<file path="src/rtl/nn_param_stream_loader.sv">
// Write-side driver for the neural-network parameter shift chain: takes host bytes over
// valid/ready and issues one shift command per accepted byte, with done and stall-timeout flags.
module nn_param_stream_loader #(
    parameter int NUM_PARAMS     = 24,
    parameter int DATA_W         = 8,
    parameter int TIMEOUT_CYCLES = 1023
) (
    input  logic                              clk,
    input  logic                              reset,
    input  logic                              start,
    input  logic [DATA_W-1:0]                 s_data,
    input  logic                              s_valid,
    output logic                              s_ready,
    output logic [DATA_W-1:0]                 data_out,
    output logic [1:0]                        selector,
    output logic                              busy,
    output logic                              done,
    output logic                              error,
    output logic [$clog2(NUM_PARAMS+1)-1:0]   byte_count
);

    localparam int CW = $clog2(NUM_PARAMS + 1);
    localparam int TW = (TIMEOUT_CYCLES > 0) ? $clog2(TIMEOUT_CYCLES + 1) : 1;
    localparam logic [CW-1:0] LAST_M1    = CW'(NUM_PARAMS - 1);
    localparam logic [TW-1:0] TIMEOUT_M1 = TW'(TIMEOUT_CYCLES - 1);
    localparam logic [1:0]    SEL_HOLD   = 2'b00;
    localparam logic [1:0]    SEL_SHIFT  = 2'b01;

    typedef enum logic [1:0] {IDLE, LOAD, DRAIN, ERR} state_t;

    state_t        state;
    logic [TW-1:0] idle_cnt;

    always_ff @(posedge clk) begin
        if (reset) begin
            state      <= IDLE;
            data_out   <= '0;
            selector   <= SEL_HOLD;
            s_ready    <= 1'b0;
            busy       <= 1'b0;
            done       <= 1'b0;
            error      <= 1'b0;
            byte_count <= '0;
            idle_cnt   <= '0;
        end else if (start) begin
            // Restart from any state; a byte offered alongside start is dropped.
            state      <= LOAD;
            selector   <= SEL_HOLD;
            s_ready    <= 1'b1;
            busy       <= 1'b1;
            done       <= 1'b0;
            error      <= 1'b0;
            byte_count <= '0;
            idle_cnt   <= '0;
        end else begin
            case (state)
                LOAD: begin
                    if (s_valid && s_ready) begin
                        data_out   <= s_data;
                        selector   <= SEL_SHIFT;
                        byte_count <= byte_count + CW'(1);
                        idle_cnt   <= '0;
                        if (byte_count == LAST_M1) begin
                            state   <= DRAIN;
                            s_ready <= 1'b0;
                        end
                    end else begin
                        selector <= SEL_HOLD;
                        if (TIMEOUT_CYCLES > 0) begin
                            idle_cnt <= idle_cnt + TW'(1);
                            if (idle_cnt == TIMEOUT_M1) begin
                                state   <= ERR;
                                error   <= 1'b1;
                                busy    <= 1'b0;
                                s_ready <= 1'b0;
                            end
                        end
                    end
                end
                DRAIN: begin
                    state    <= IDLE;
                    selector <= SEL_HOLD;
                    busy     <= 1'b0;
                    done     <= 1'b1;
                end
                IDLE, ERR: begin
                    selector <= SEL_HOLD;
                end
                default: begin
                    state    <= IDLE;
                    selector <= SEL_HOLD;
                    s_ready  <= 1'b0;
                    busy     <= 1'b0;
                end
            endcase
        end
    end

endmodule

</file>
<file path="config.mk">
export PLATFORM = sky130hd
export DESIGN_NAME = nn_param_stream_loader
export DESIGN_NICKNAME = d
export VERILOG_FILES = /design/src/rtl/nn_param_stream_loader.sv
export SDC_FILE = /design/constraint.sdc
export NUM_CORES = 1
export LEC_CHECK = 0
export CAP_MARGIN = 25
export CORE_UTILIZATION = 40
export DETAILED_ROUTE_END_ITERATION = 16
export PLACE_DENSITY = 0.67
export SYNTH_ARGS = -nofsm -noshare
export SYNTH_HDL_FRONTEND = slang
export SYNTH_SLANG_ARGS = --single-unit
</file>
<file path="constraint.sdc">
create_clock -name clk -period 1.7 [get_ports clk]
set_clock_uncertainty 0.1 [all_clocks]
set_input_delay 0.34 -clock clk [delete_from_list [all_inputs] [get_ports clk]]
set_output_delay 0.34 -clock clk [all_outputs]
set_load 0.02 [all_outputs]
</file>
### Metal 1

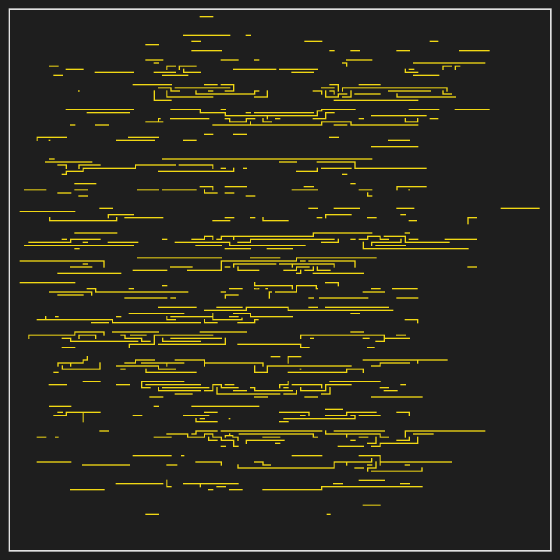
main direction = horizontal
wire length on this layer = 1300 um
share of all routed wire = 45%
nets with wire on the layer = 197

==> impl_metrics.csv <==
group,metric,value,unit
timing,whs,0.355,ns
placement,placed_cells,237,
routing,vias,1200,
setup_path,cp_data_required_time,1.87,ns
timing,period_needed,1.62,ns
setup_path,worst_ep_arrival_time,1.79,ns
outcome,status,"completed",
placement,place_ws,-0.278,ns
timing,fin_setup_tns,0,ns
cts,cts_sinks,30,
floorplanning,die_y,59.4,um
setup_path,worstPathCellList,"ha_1, nand4b_1, nor2_1, a41oi_4, or3b_1, a31oi_1",
layout,post-route-util,60.1,%
setup_path,path_class,"register to register",
synthesis,syn_area_per_cell,8.73,um^2
synthesis,synth_cell_types,32,
power_and_ir_drop,ir_worst_vdd,495,uV
routing,drt_pass1_iterations,4,
setup_path,crit_path_start_kind,"register",
placement,portBuffers,29,
grt,grt_pass1_wl,4880,um
layout,nNetsFinal,217,
layout,final_cell_area,0.00185,mm^2
setup_path,crit_path_end_kind,"register",
cts,ctsLongestPathBuffers,2,
placement,place.gp.congestion,0.804,
setup_path,crit_path_max_incr_delay,0.36,ns
grt,grt_overflow,0,
timing,drv_slew,0,
timing,setup_ws,0.0812,ns
grt,grt_max_degree,12,
synthesis,synthCells,151,
floorplanning,die_w,59.4,um
synthesis,synth_seq_share,45.6,%
synthesis,yosysWarnings,0,
cts,clock.latency.late_pin,0.33,ns
routing,drtIter0Drc,29,
placement,placed_cell_area,0.00177,mm^2
synthesis,ys_chip_area,0.00132,mm^2
grt,grt_util_all_layers,19.1,%
layout,area_delta_synth_final,40.5,%
routing,drtAntennaViolNets,0,
floorplanning,rows,20,
layout,insertedDiodeCount,0,
synthesis,syn_area,0.00132,mm^2
grt,grt_pass1_vias,1123,
cts,clk_pin_slew,0.10,ns
cts,h-tree-depth,2,
flow_run,warnings,28,
floorplanning,core_area,0.00308,mm^2
grt,antenna_found_initial,0,
synthesis,yosys_cells,151,
cts,cts_buffers,5,
flow_run,drv_cap,0,
placement,dp_hpwl,2220,um
routing,wirelength,2920,um
synthesis,syn_nets,168,
timing,hold_viol,0,
worst_hold_path,hp-class,"register to register",
timing,period_used_share,95.2,%
layout,layoutNonFillerInstCount,245,
cts,cts_tree,"done",
power_and_ir_drop,total_power,1.37,mW
floorplanning,fp_util,42.8,%
routing,detail_route.vias_per_cell,4.90,
timing,timing.fmax,0.618,GHz
routing,drc,0,
synthesis,synth-seq-cells,30,
cts,cts-root-buf,"clkbuf_4",
floorplanning,chipArea,0.00353,mm^2
timing,rsz0062_at_grt,"no",
floorplanning,ios,31,
timing,setup_viol,0,
power_and_ir_drop,power.density,742,mW/mm^2
setup_path,cp_slowest_cell,"or3b_1",
power_and_ir_drop,leakage,0.787,nW
### M3 wires

Bar = 20 um.
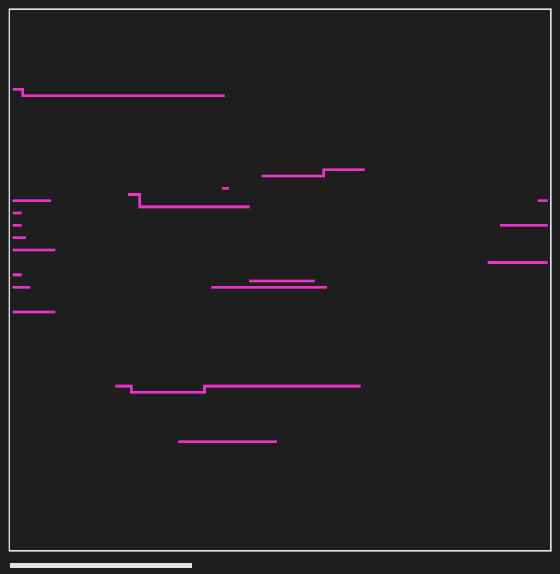
wire length on this layer = 138 um
nets with wire on the layer = 15
share of all routed wire = 4.7%

timing repair:
item	4_1_cts	5_1_grt
hold buffers	0	0
pin swaps	0	0
resized	17	6
endpoints found under the setup margin	17	17
setup buffers	0	0
endpoints found under the hold margin	0	0
critical path: cells and delay by family, from the launching register on:
kind                       cells  cell delay (ns)
DFF                            1             0.35
AOI/OAI and AO/OA              2             0.22
and+or+nand+nor                3             0.68
adders and majority gates      1             0.22
synth_stat cells:
library cell   n  share of area, %
nor4_1         1              0.48
and3_1         4               1.9
or2b_1         1              0.57
or3b_1         1              0.66
clkbuf_8       1               1.0
a41oi_4        1               2.1
or3_1          1              0.48
conb_1         1              0.28
xnor2_1        1              0.66
or2_2          1              0.48
xor2_1        10               6.6
clkbuf_1       4               1.1
or2_4          1              0.66
nor3_1         1              0.38
o21ai_0        1              0.38
dfxtp_1       30                46
nor2_4         1              0.85
nor3b_1        1              0.57
nand3_1        5               1.9
mux2i_1        1              0.76
a21oi_1       14               5.3
nand2_1       24               6.8
inv_1          5               1.4
nand2b_1       4               1.9
nand4b_1       1              0.66
buf_6          1              0.85
nand4_2        1              0.95
buf_4          1              0.57
nor2_1        19               5.4
nand4_1        5               2.4
a31oi_1        3               1.4
ha_1           5               4.7
layer usage:
| layer | vias up | GRT usage, % | wire [um] | share of wire, % |
|---|---|---|---|---|
| met2 | 25 | 30.5 | 1450 | 50 |
| li1 | 601 | - | - | - |
| met4 | 0 | 10.2 | 29 | 0.99 |
| met3 | 4 | 4.59 | 137 | 4.7 |
| met1 | 570 | 23.6 | 1300 | 45 |
| met5 | - | 0 | 0 | 0 |
final timing paths:
path | startpoint | to | slack [ns] | depth (start not counted)
setup reg to reg | byte_count[1] | state[1] | 0.08 | 6
setup / recovery | byte_count[1] | state[1] | 0.08 | 6
hold / removal | data_out[7] | data_out[7] | 0.36 | 2
hold reg to reg | data_out[7] | data_out[7] | 0.36 | 2
placed cells by master, fill, tap and decap left out, drive strengths merged, types with 5 or more instances in the layout:
cell type      count
dfxtp             30
nand2             24
buf               20
nor2              20
dlygate4sd2       17
a21oi             14
clkdlybuf4s50     11
xor2              10
clkbuf             8
nand4              6
inv                5
nand3              5
ha                 5
power by group:
part	total (mW)	internal, mW	switching [mW]
Combinational	0.126	0.0670	0.0591
Sequential	0.719	0.712	0.00701
Clock	0.529	0.282	0.246
sequential cells by signal (all words and copies together) (netlist names), 2 cells and up:
name	flops
idle_cnt	10
data_out	8
byte_count	5
state	2
kinds of logic after synthesis:
kind of cell             share of synthesized area [%]
multiplexers                                     0.760
AND/OR/NAND/NOR                                   27.1
flip-flops                                        45.6
AND-OR/OR-AND                                     9.21
adder cells (fa/ha/maj)                           4.75
buffers and inverters                             5.03
XOR/XNOR                                          7.31
other                                            0.285
area by class of cell:
type / count / area (um^2)
Fill cell: 301 / 1230
Multi-Input combinational cell: 109 / 676
Sequential cell: 30 / 601
Timing Repair Buffer: 49 / 422
Clock buffer: 8 / 78.8
Tap cell: 44 / 55.1
Inverter: 5 / 18.8
Power figures rest on the tool's default switching activity, not on a simulated workload.
